===== config.mk =====
export PLATFORM = sky130hd
export DESIGN_NAME = pipe_tracker
export DESIGN_NICKNAME = d
export VERILOG_FILES = /design/src/rtl/trace_pkg.sv /design/src/rtl/pipe_tracker_killq.sv /design/src/rtl/pipe_tracker.sv
export SDC_FILE = /design/constraint.sdc
export NUM_CORES = 1
export LEC_CHECK = 0
export ABC_AREA = 0
export CORE_AREA = 2 2 177 179
export DETAILED_ROUTE_END_ITERATION = 8
export DIE_AREA = 0 0 179 181
export PLACE_DENSITY = 0.75
export SLEW_MARGIN = 20
export SYNTH_ARGS = -nofsm -noshare
export SYNTH_HDL_FRONTEND = slang
export SYNTH_HIERARCHICAL = 1
export SYNTH_SLANG_ARGS = --single-unit

===== constraint.sdc =====
create_clock -name clk -period 1.2 [get_ports clk]
set_input_delay 0.24 -clock clk [delete_from_list [all_inputs] [get_ports clk]]
set_output_delay 0.24 -clock clk [all_outputs]
set_load 0.02 [all_outputs]

===== src/rtl/trace_pkg.sv =====
// -----------------------------------------------------------------------------
// trace_pkg
// Shared types and constants for the pipeline tracker.
//   stage_t    : contents of one tracked pipeline stage {v, id, pc, inst}
//   ID_W       : width of the instruction sequence ID (wraps 0x7FFFFFFF -> 0)
//   KILL_DEPTH : number of kill reports that can be pending at once
// -----------------------------------------------------------------------------
package trace_pkg;

    localparam int XLEN       = 32;
    localparam int ID_W       = 31;
    localparam int KILL_DEPTH = 2;

    typedef struct packed {
        logic            v;
        logic [ID_W-1:0] id;
        logic [XLEN-1:0] pc;
        logic [XLEN-1:0] inst;
    } stage_t;

    localparam stage_t STAGE_EMPTY = '0;

    // Sequence IDs are presented as 32-bit integers on the trace ports.
    function automatic logic [XLEN-1:0] id_to_int(input logic [ID_W-1:0] id);
        return {{(XLEN-ID_W){1'b0}}, id};
    endfunction

endpackage


===== src/rtl/pipe_tracker_killq.sv =====
// -----------------------------------------------------------------------------
// pipe_tracker_killq
// Two-entry FIFO of killed instruction IDs. A flush may kill two instructions
// in the same cycle (X and I); they are reported one per cycle, X first.
// Only present when PIPE_TRACK_KONATA_EN is defined; otherwise this file is
// empty so no unreferenced module is left in the build.
//
// Ports:
//   clk, reset      : clock, synchronous active-low reset (clears all entries)
//   push_a, id_a    : first entry to enqueue this cycle (older instruction)
//   push_b, id_b    : second entry to enqueue this cycle (younger instruction)
//   kill_v, kill_id : head of queue; shown for one cycle and then dropped.
//                     kill_id is 0 whenever kill_v is 0.
// -----------------------------------------------------------------------------
`ifdef PIPE_TRACK_KONATA_EN
module pipe_tracker_killq
    import trace_pkg::*;
(
    input  logic            clk,
    input  logic            reset,
    input  logic            push_a,
    input  logic [ID_W-1:0] id_a,
    input  logic            push_b,
    input  logic [ID_W-1:0] id_b,
    output logic            kill_v,
    output logic [XLEN-1:0] kill_id
);

    logic [ID_W-1:0] ent_q [KILL_DEPTH];
    logic [ID_W-1:0] ent_n [KILL_DEPTH];
    logic [1:0]      cnt_q;
    logic [1:0]      cnt_n;

    always_comb begin
        ent_n[0] = ent_q[0];
        ent_n[1] = ent_q[1];
        cnt_n    = cnt_q;
        // The head is reported every cycle it is valid, so it always retires.
        if (cnt_q != 2'd0) begin
            ent_n[0] = ent_q[1];
            cnt_n    = cnt_q - 2'd1;
        end
        // Append in age order: a (from X) before b (from I).
        if (push_a) begin
            if (cnt_n == 2'd0) begin
                ent_n[0] = id_a;
                cnt_n    = 2'd1;
            end else if (cnt_n == 2'd1) begin
                ent_n[1] = id_a;
                cnt_n    = 2'd2;
            end
        end
        if (push_b) begin
            if (cnt_n == 2'd0) begin
                ent_n[0] = id_b;
                cnt_n    = 2'd1;
            end else if (cnt_n == 2'd1) begin
                ent_n[1] = id_b;
                cnt_n    = 2'd2;
            end
        end
    end

    always_ff @(posedge clk) begin
        if (!reset) begin
            cnt_q    <= 2'd0;
            ent_q[0] <= '0;
            ent_q[1] <= '0;
        end else begin
            cnt_q    <= cnt_n;
            ent_q[0] <= ent_n[0];
            ent_q[1] <= ent_n[1];
        end
    end

    assign kill_v  = (cnt_q != 2'd0);
    assign kill_id = kill_v ? id_to_int(ent_q[0]) : '0;

endmodule
`endif


===== src/rtl/pipe_tracker.sv =====
// -----------------------------------------------------------------------------
// pipe_tracker
// Shadows a 4-stage pipeline (I, X, M, R) for instruction tracing. Each stage
// holds {v, id, pc, inst}. stall holds I and X and drops a bubble into M;
// flush (priority over stall) kills I and X. R retires what M held.
//
// Optional feature macro: PIPE_TRACK_KONATA_EN
//   defined   : sequence IDs, stage-entry pulses, per-stage IDs and kill
//               reports are produced.
//   undefined : ID storage and kill queue are absent; inst_v_*, c*, inst_k
//               and ck are tied to 0. valid/pc/inst, rdv and pcv unchanged.
//
// Ports:
//   clk, reset                 : clock, synchronous active-low reset
//   i_valid, i_pc, i_inst      : instruction presented to I this cycle
//   stall, flush               : pipeline hold / wrong-path kill
//   x_pcv, x_pc                : redirect from X (registered to pcv/pc_x)
//   m_rdv, m_rd, m_rd_data     : M write-back (registered to rdv/rd_m/rd_data)
//   valid, pc, inst            : instruction retiring from R
//   inst_v_i/x/m/r             : new valid instruction entered that stage
//   ci, cx, cm, cr             : sequence ID held in I/X/M/R
//   inst_k, ck                 : killed-instruction report and its ID
// -----------------------------------------------------------------------------
module pipe_tracker
    import trace_pkg::*;
(
    input  logic            clk,
    input  logic            reset,
    input  logic            i_valid,
    input  logic [XLEN-1:0] i_pc,
    input  logic [XLEN-1:0] i_inst,
    input  logic            stall,
    input  logic            flush,
    input  logic            x_pcv,
    input  logic [XLEN-1:0] x_pc,
    input  logic            m_rdv,
    input  logic [4:0]      m_rd,
    input  logic [XLEN-1:0] m_rd_data,
    output logic            valid,
    output logic [XLEN-1:0] pc,
    output logic [XLEN-1:0] inst,
    output logic            rdv,
    output logic [4:0]      rd_m,
    output logic [XLEN-1:0] rd_data,
    output logic            pcv,
    output logic [XLEN-1:0] pc_x,
    output logic            inst_v_i,
    output logic            inst_v_x,
    output logic            inst_v_m,
    output logic            inst_v_r,
    output logic [XLEN-1:0] ci,
    output logic [XLEN-1:0] cx,
    output logic [XLEN-1:0] cm,
    output logic [XLEN-1:0] cr,
    output logic            inst_k,
    output logic [XLEN-1:0] ck
);

    stage_t          stg_i_p0, stg_x_p1, stg_m_p2, stg_r_p3;
    stage_t          stg_i_n,  stg_x_n,  stg_m_n;
    logic [ID_W-1:0] id_in;

`ifdef PIPE_TRACK_KONATA_EN
    logic [ID_W-1:0] next_id;
    logic            ent_i_p0, ent_x_p1;
    logic            ent_i_n,  ent_x_n;

    // An instruction is consumed (and numbered) when I would load, which
    // includes a flush cycle even though the instruction is then discarded.
    always_ff @(posedge clk) begin
        if (!reset) begin
            next_id <= '0;
        end else if (i_valid && (flush || !stall)) begin
            next_id <= next_id + ID_W'(1);
        end
    end

    assign id_in = next_id;
`else
    assign id_in = '0;
`endif

    always_comb begin
        stg_i_n = stg_i_p0;
        stg_x_n = stg_x_p1;
        stg_m_n = STAGE_EMPTY;
`ifdef PIPE_TRACK_KONATA_EN
        ent_i_n = 1'b0;
        ent_x_n = 1'b0;
`endif
        if (flush) begin
            // Wrong path: I and X die, and X does not advance into M.
            stg_i_n.v = 1'b0;
            stg_x_n.v = 1'b0;
        end else if (!stall) begin
            stg_i_n = '{v: i_valid, id: id_in, pc: i_pc, inst: i_inst};
            stg_x_n = stg_i_p0;
            stg_m_n = stg_x_p1;
`ifdef PIPE_TRACK_KONATA_EN
            ent_i_n = i_valid;
            ent_x_n = stg_i_p0.v;
`endif
        end
    end

    // ---- I (p0) / X (p1) / M (p2) / R (p3) stage registers ----
    always_ff @(posedge clk) begin
        if (!reset) begin
            stg_i_p0 <= STAGE_EMPTY;
            stg_x_p1 <= STAGE_EMPTY;
            stg_m_p2 <= STAGE_EMPTY;
            stg_r_p3 <= STAGE_EMPTY;
        end else begin
            stg_i_p0 <= stg_i_n;
            stg_x_p1 <= stg_x_n;
            stg_m_p2 <= stg_m_n;
            stg_r_p3 <= stg_m_p2;
        end
    end

    assign valid = stg_r_p3.v;
    assign pc    = stg_r_p3.pc;
    assign inst  = stg_r_p3.inst;

    // ---- registered side-band copies (1-cycle latency) ----
    always_ff @(posedge clk) begin
        if (!reset) begin
            rdv     <= 1'b0;
            rd_m    <= '0;
            rd_data <= '0;
            pcv     <= 1'b0;
            pc_x    <= '0;
        end else begin
            rdv     <= m_rdv && (m_rd != 5'd0);  // x0 writes are not real
            rd_m    <= m_rd;
            rd_data <= m_rd_data;
            pcv     <= x_pcv;
            pc_x    <= x_pc;
        end
    end

`ifdef PIPE_TRACK_KONATA_EN
    // Entry flags are cleared on a hold so a stalled instruction pulses once.
    always_ff @(posedge clk) begin
        if (!reset) begin
            ent_i_p0 <= 1'b0;
            ent_x_p1 <= 1'b0;
        end else begin
            ent_i_p0 <= ent_i_n;
            ent_x_p1 <= ent_x_n;
        end
    end

    assign inst_v_i = ent_i_p0;
    assign inst_v_x = ent_x_p1;
    // M and R reload every cycle, so any valid content there is new.
    assign inst_v_m = stg_m_p2.v;
    assign inst_v_r = stg_r_p3.v;
    assign ci       = id_to_int(stg_i_p0.id);
    assign cx       = id_to_int(stg_x_p1.id);
    assign cm       = id_to_int(stg_m_p2.id);
    assign cr       = id_to_int(stg_r_p3.id);

    pipe_tracker_killq u_killq (
        .clk     (clk),
        .reset   (reset),
        .push_a  (flush && stg_x_p1.v),
        .id_a    (stg_x_p1.id),
        .push_b  (flush && stg_i_p0.v),
        .id_b    (stg_i_p0.id),
        .kill_v  (inst_k),
        .kill_id (ck)
    );
`else
    // IDs are constant zero in this build; R's copy has no consumer.
    logic unused_r_id;
    assign unused_r_id = ^stg_r_p3.id;

    assign inst_v_i = 1'b0;
    assign inst_v_x = 1'b0;
    assign inst_v_m = 1'b0;
    assign inst_v_r = 1'b0;
    assign ci       = '0;
    assign cx       = '0;
    assign cm       = '0;
    assign cr       = '0;
    assign inst_k   = 1'b0;
    assign ck       = '0;
`endif

endmodule

io_placement.png
Pins as bars across the die edge, other pins in gray.
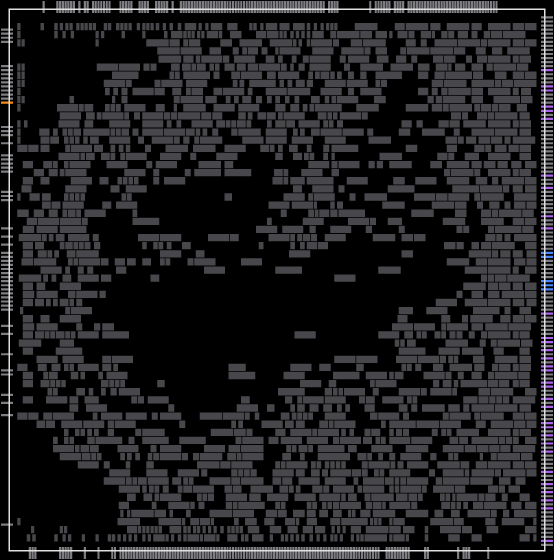
m_rd_data -> purple  # pins 32, direction input, edge right
inst_k -> orange  # pins 1, direction output, edge left
m_rd -> blue  # pins 5, direction input, edge right
all pins by edge = 134 top, 131 right, 123 bottom, 53 left
Die Width: 179 microns
number of buffers added on ports: 275
vertical die dimension: 181 microns

clocks.png
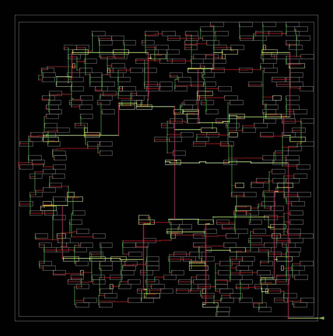
Layout Skew: 0.01534 ns
clock distribution power: 10.5 mW
clock tree sinks: 331
clock buffer count from CTS: 36

==> notes.md <==
State of the implementation.

- The flow ran to the end, but the final reports show violations.
- The final reports fail on setup timing.
- The length of routed met2 wiring is 13380 microns, for reference.
- The non-clock buffer share of cell area is 21.24%, for reference.
- Counting instances in the post-synthesis netlist gives the leading cell types as dfxtp_1, buf_4, and2_1, a21oi_1, or3b_1.
- The internal power of the cells is 18.47 mW, for reference.
- The detailed placement HPWL is roughly 18000 microns, for reference.
- Per STA, the worst path is made up of buf_12.
- In the final layout, the share of cells above drive strength 1 is between 20 and 30%.
- The start point of the critical path is rd_m[1], for reference.
- The share of flip-flops with an asynchronous set or reset is 0%, for reference.
- The weighted congestion reported at the end of routability-driven placement is around 0.8, for reference.
- In the global route stage, met3 resource usage came out at under 10%.
- The simple-gate area share of the yosys netlist is 19.85%, for reference.
- Counting the inverters off the clock network in the layout gives 1.
- The number of levels in the clock H-tree is 2, for reference.
- The share of Yosys cell area claimed by the top area cell type is about 55%, for reference.
- The launching point of the worst reg2reg path is stg_i_p0[61], for reference.
- The most frequent cell after synthesis is dfxtp_1, for reference.
- The switching share of total power is a little under a quarter, for reference.
- After Yosys synthesis, full adders, half adders and majority gates account for 0% of the synthesized area.
- The total instance count after detailed placement is between 1500 and 2000, for reference.
- The number of library cell types mapped by synthesis is 20, for reference.
- The post-synthesis compound-gate area fraction is a little over a tenth, for reference.
- The root buffer cell chosen for the clock tree is clkbuf_16.
- The capture point of the worst register-to-register path is recorded as stg_x_p1[61].
- The endpoint of the worst hold-timing path is inst[2], for reference.
- Counting both buffers and inverters, the worst setup path holds a total of 1.
- The number of sequential cells is 331, for reference.
- Synthesis inferred around 330 register bits.
- Of the total synthesized cell area, the portion taken by XOR and XNOR cells is 0%.
- In this run the most used layer during global routing was met2.
- STA lists the maximum fanout along the critical path as 1.
- The detailed router put a total of about 11000 microns of wire on met1.
- The global-route usage over all layers is between 10% and 20%, for reference.
- The number of tapcells is 396, for reference.
- Entering global routing, the biggest net connects roughly 60 pins.
- The violation tally recorded at the end of detailed-routing iteration 0 is around 430.
- The final setup slack of the worst path is -0.01810 ns, for reference.
- The endpoint arrival time on the critical path is between 0.9 and 1 ns, for reference.
- The clock insertion delay at the later pin of the skew report is 0.51 ns, for reference.
- The largest stage delay on the critical path is ~0.35 ns, for reference.
- Per the post-CTS timing run, clock transition at the registers of the reported paths is 0.06 ns.
- The antenna diode count is 1, for reference.
- For the completed layout, the total cell area is recorded as roughly 16000 sq um.
- The routed layout has ~8300 vias.
- The shortest period the worst path allows is 1.218 ns, for reference.
- The prevailing post-synth register cell is dfxtp_1, for reference.
- The cell type of the slowest stage on the worst timing path is dfxtp_2, for reference.
- STA classifies the critical path startpoint as a flop.
- Synthesis produced 1189 cells.
- Summing the sequential cell areas from Yosys gives a little over half of the chip area.
- In this run the static leakage power is around 6.8 nW.
- The logs give a warning total of 28.
- The number of slew-limit violations in the final report is 0, for reference.
- The number of clock-tree buffers in the layout is 49, for reference.
- For this run, design rule violations remaining after detail routing come to 0.
- Ranking logic cells in the layout by count gives the top entries dfxtp_1, conb_1, buf_6.
- Derived from the worst setup path, the maximum achievable clock frequency is just over 0.8 GHz.
- The post-synthesis average cell area is between 10 and 15 sq um, for reference.
- After detailed routing, no signal wire sits above met4.
- The pre-CTS setup slack is -0.2248 ns, for reference.
- The power share of the clock group is a little over two fifths, for reference.
- For the worst flop-to-flop path, the logic depth is 2.
- The detailed router reported a total wirelength of about 27000 microns.
- After synthesis, the share of cell area in mux cells is less than 1%.
- According to the report, the first pass of detailed routing completed in 4 iterations.
- The layout has between 2000 and 3000 filler cells.
- The category of the worst setup path capture point is a primary output, for reference.
- The initial utilization of the core area, before any placement, comes to slightly below 40%.
- The chip area from the yosys synthesis statistics is 12070 sq um, for reference.
- For this run, the number of Yosys warnings is 6.
- The max-cap check violation count is 0, for reference.
- The total power is ~24 mW, for reference.
- In the routed layout, each cell is associated on average with a via count of 4.443.
- The proportion of power drawn by flip-flops and latches is between 40% and 50%, for reference.
- Following the worst setup path forward leads to its endpoint at rd_m[1].
- The met1 track utilization from global routing is between 10% and 20%, for reference.
- The start point of the worst hold path is reset, for reference.
- The count of multi-input combinational gates is 757, for reference.
- The portion of the clock cycle consumed by the worst path in the final layout is 101.5%, for reference.
- After synthesis, the design contains about 1200 cells according to Yosys.
- The critical path is of the reg -> out type.
- The number of nets in the layout is around 1600, for reference.
- The worst-case reg-to-reg setup slack stands at 0.29 ns.
- The number of placement rows is approximately 64, for reference.
- The placed instances occupy a cell area of 14710 sq um.
- The number of global-route vias before repair came to about 7700.
- By area the synthesized netlist is led by dfxtp_1, buf_4, or3b_1.
- The final total negative setup slack is -0.03215 ns, for reference.
- In this run the number of cells on the critical path is 1.
- The top cell class by occupied area is flip-flops and latches, for reference.
- The number of hold-repair buffers added at the cts stage is 0, for reference.
- Setup repair after global routing could not meet its margin everywhere.
- In the final layout, the multi-input gates occupy around 4300 sq um.
- The script logs the mean routed wire length per placed instance as between 10 and 15 microns.
- In this run the power spent charging and discharging nets is approximately 5.7 mW.
- In this run the remaining antenna-violating nets after routing total 0.
- The post-synthesis instance area is between 10000 and 15000 sq um, for reference.
- The largest registers in the layout are stg_i_p0 (65), stg_m_p2 (65), stg_x_p1 (65).
- For reference, the final report shows the hold violation count at 0.
- The data required time of the worst path is around 0.96 ns, for reference.
- The first global-routing pass estimated between 30000 and 40000 microns of wire.
- The biggest slice of the total power is consumed by registers.
- The core footprint is 30350 sq um, for reference.
- Combinational cells consume a total of 2.29 mW.
- The main kind of combinational logic by area is simple AND/OR/NAND/NOR gates, for reference.
- The number of placed I/O pins is around 440, for reference.
- Note that the worst hold path type here is in -> reg.
- The worst hold path passes through 2 cells.
- The setup fix buffers added after clock tree synthesis is 0, for reference.
- Between the synthesized netlist and the finished layout, the area growth was recorded as 34.19%.
- The area enclosed by the die boundary is 32400 sq um, for reference.
- The global route stage reports its total congestion overflow as 0.
- Per report_power, the combinational group accounts for around a tenth of the total.
- Per the summary, power density relative to cell area is 1491 nW/um^2.
- The longest clock path from root to sink contains 3 buffers.
- The kind of cell with the highest combined delay along the critical path is flip-flops.
- Yosys mapped a number of flops with a built-in enable equal to 0.
- The TritonCTS clock tree is done, for reference.
- The total met3 wirelength after detailed routing is approximately 1900 microns, for reference.
- The final hold slack is approximately 0.15 ns, for reference.
- The cell taking the most area after synthesis is dfxtp_1, for reference.
- The setup violation total in the final timing report is 5, for reference.
logic_types.png
Scale bar: 50 microns.
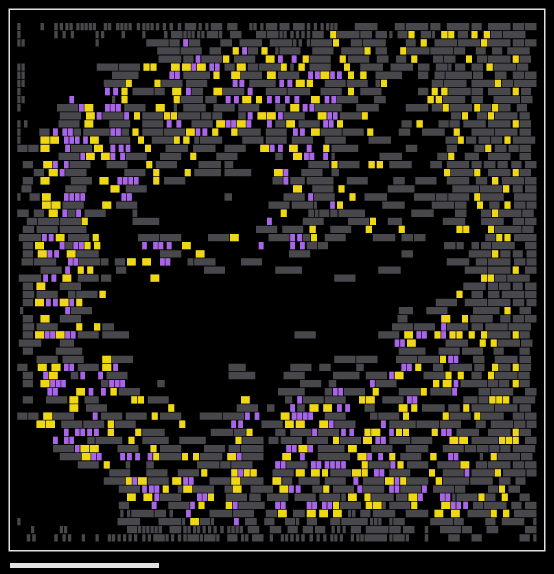
aoi and oai cells -> purple  # cells 256, where all over the die
and/or cells -> yellow  # cells 329, where all over the die
Finished Layout Cells: 1862
most frequent logic cell in the layout: dfxtp_1
multi-input gate share of the layout cell area: 26.76%

flops_by_reg.png
Scale bar: 50 microns. Other sequential cells in the stronger gray, the rest of the logic in the fainter gray.
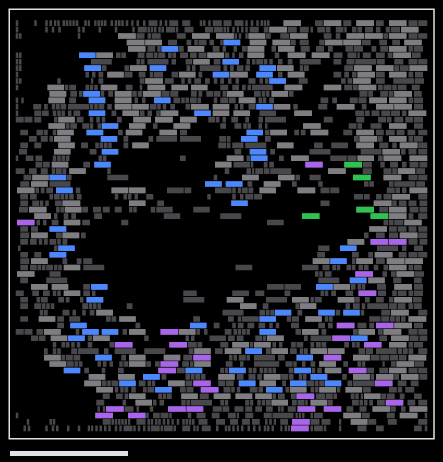
pc -> purple  # flops 32
rd_m -> green  # flops 5, where right middle
stg_x_p1 -> blue  # flops 65
not colored = 229
post-layout util: 53.37%
Seq. cell area: 6795 sq um
flop share of the area: 41.95%
Flop+latch power: 11.4 mW

Power figures rest on the tool's default switching activity, not on a simulated workload.
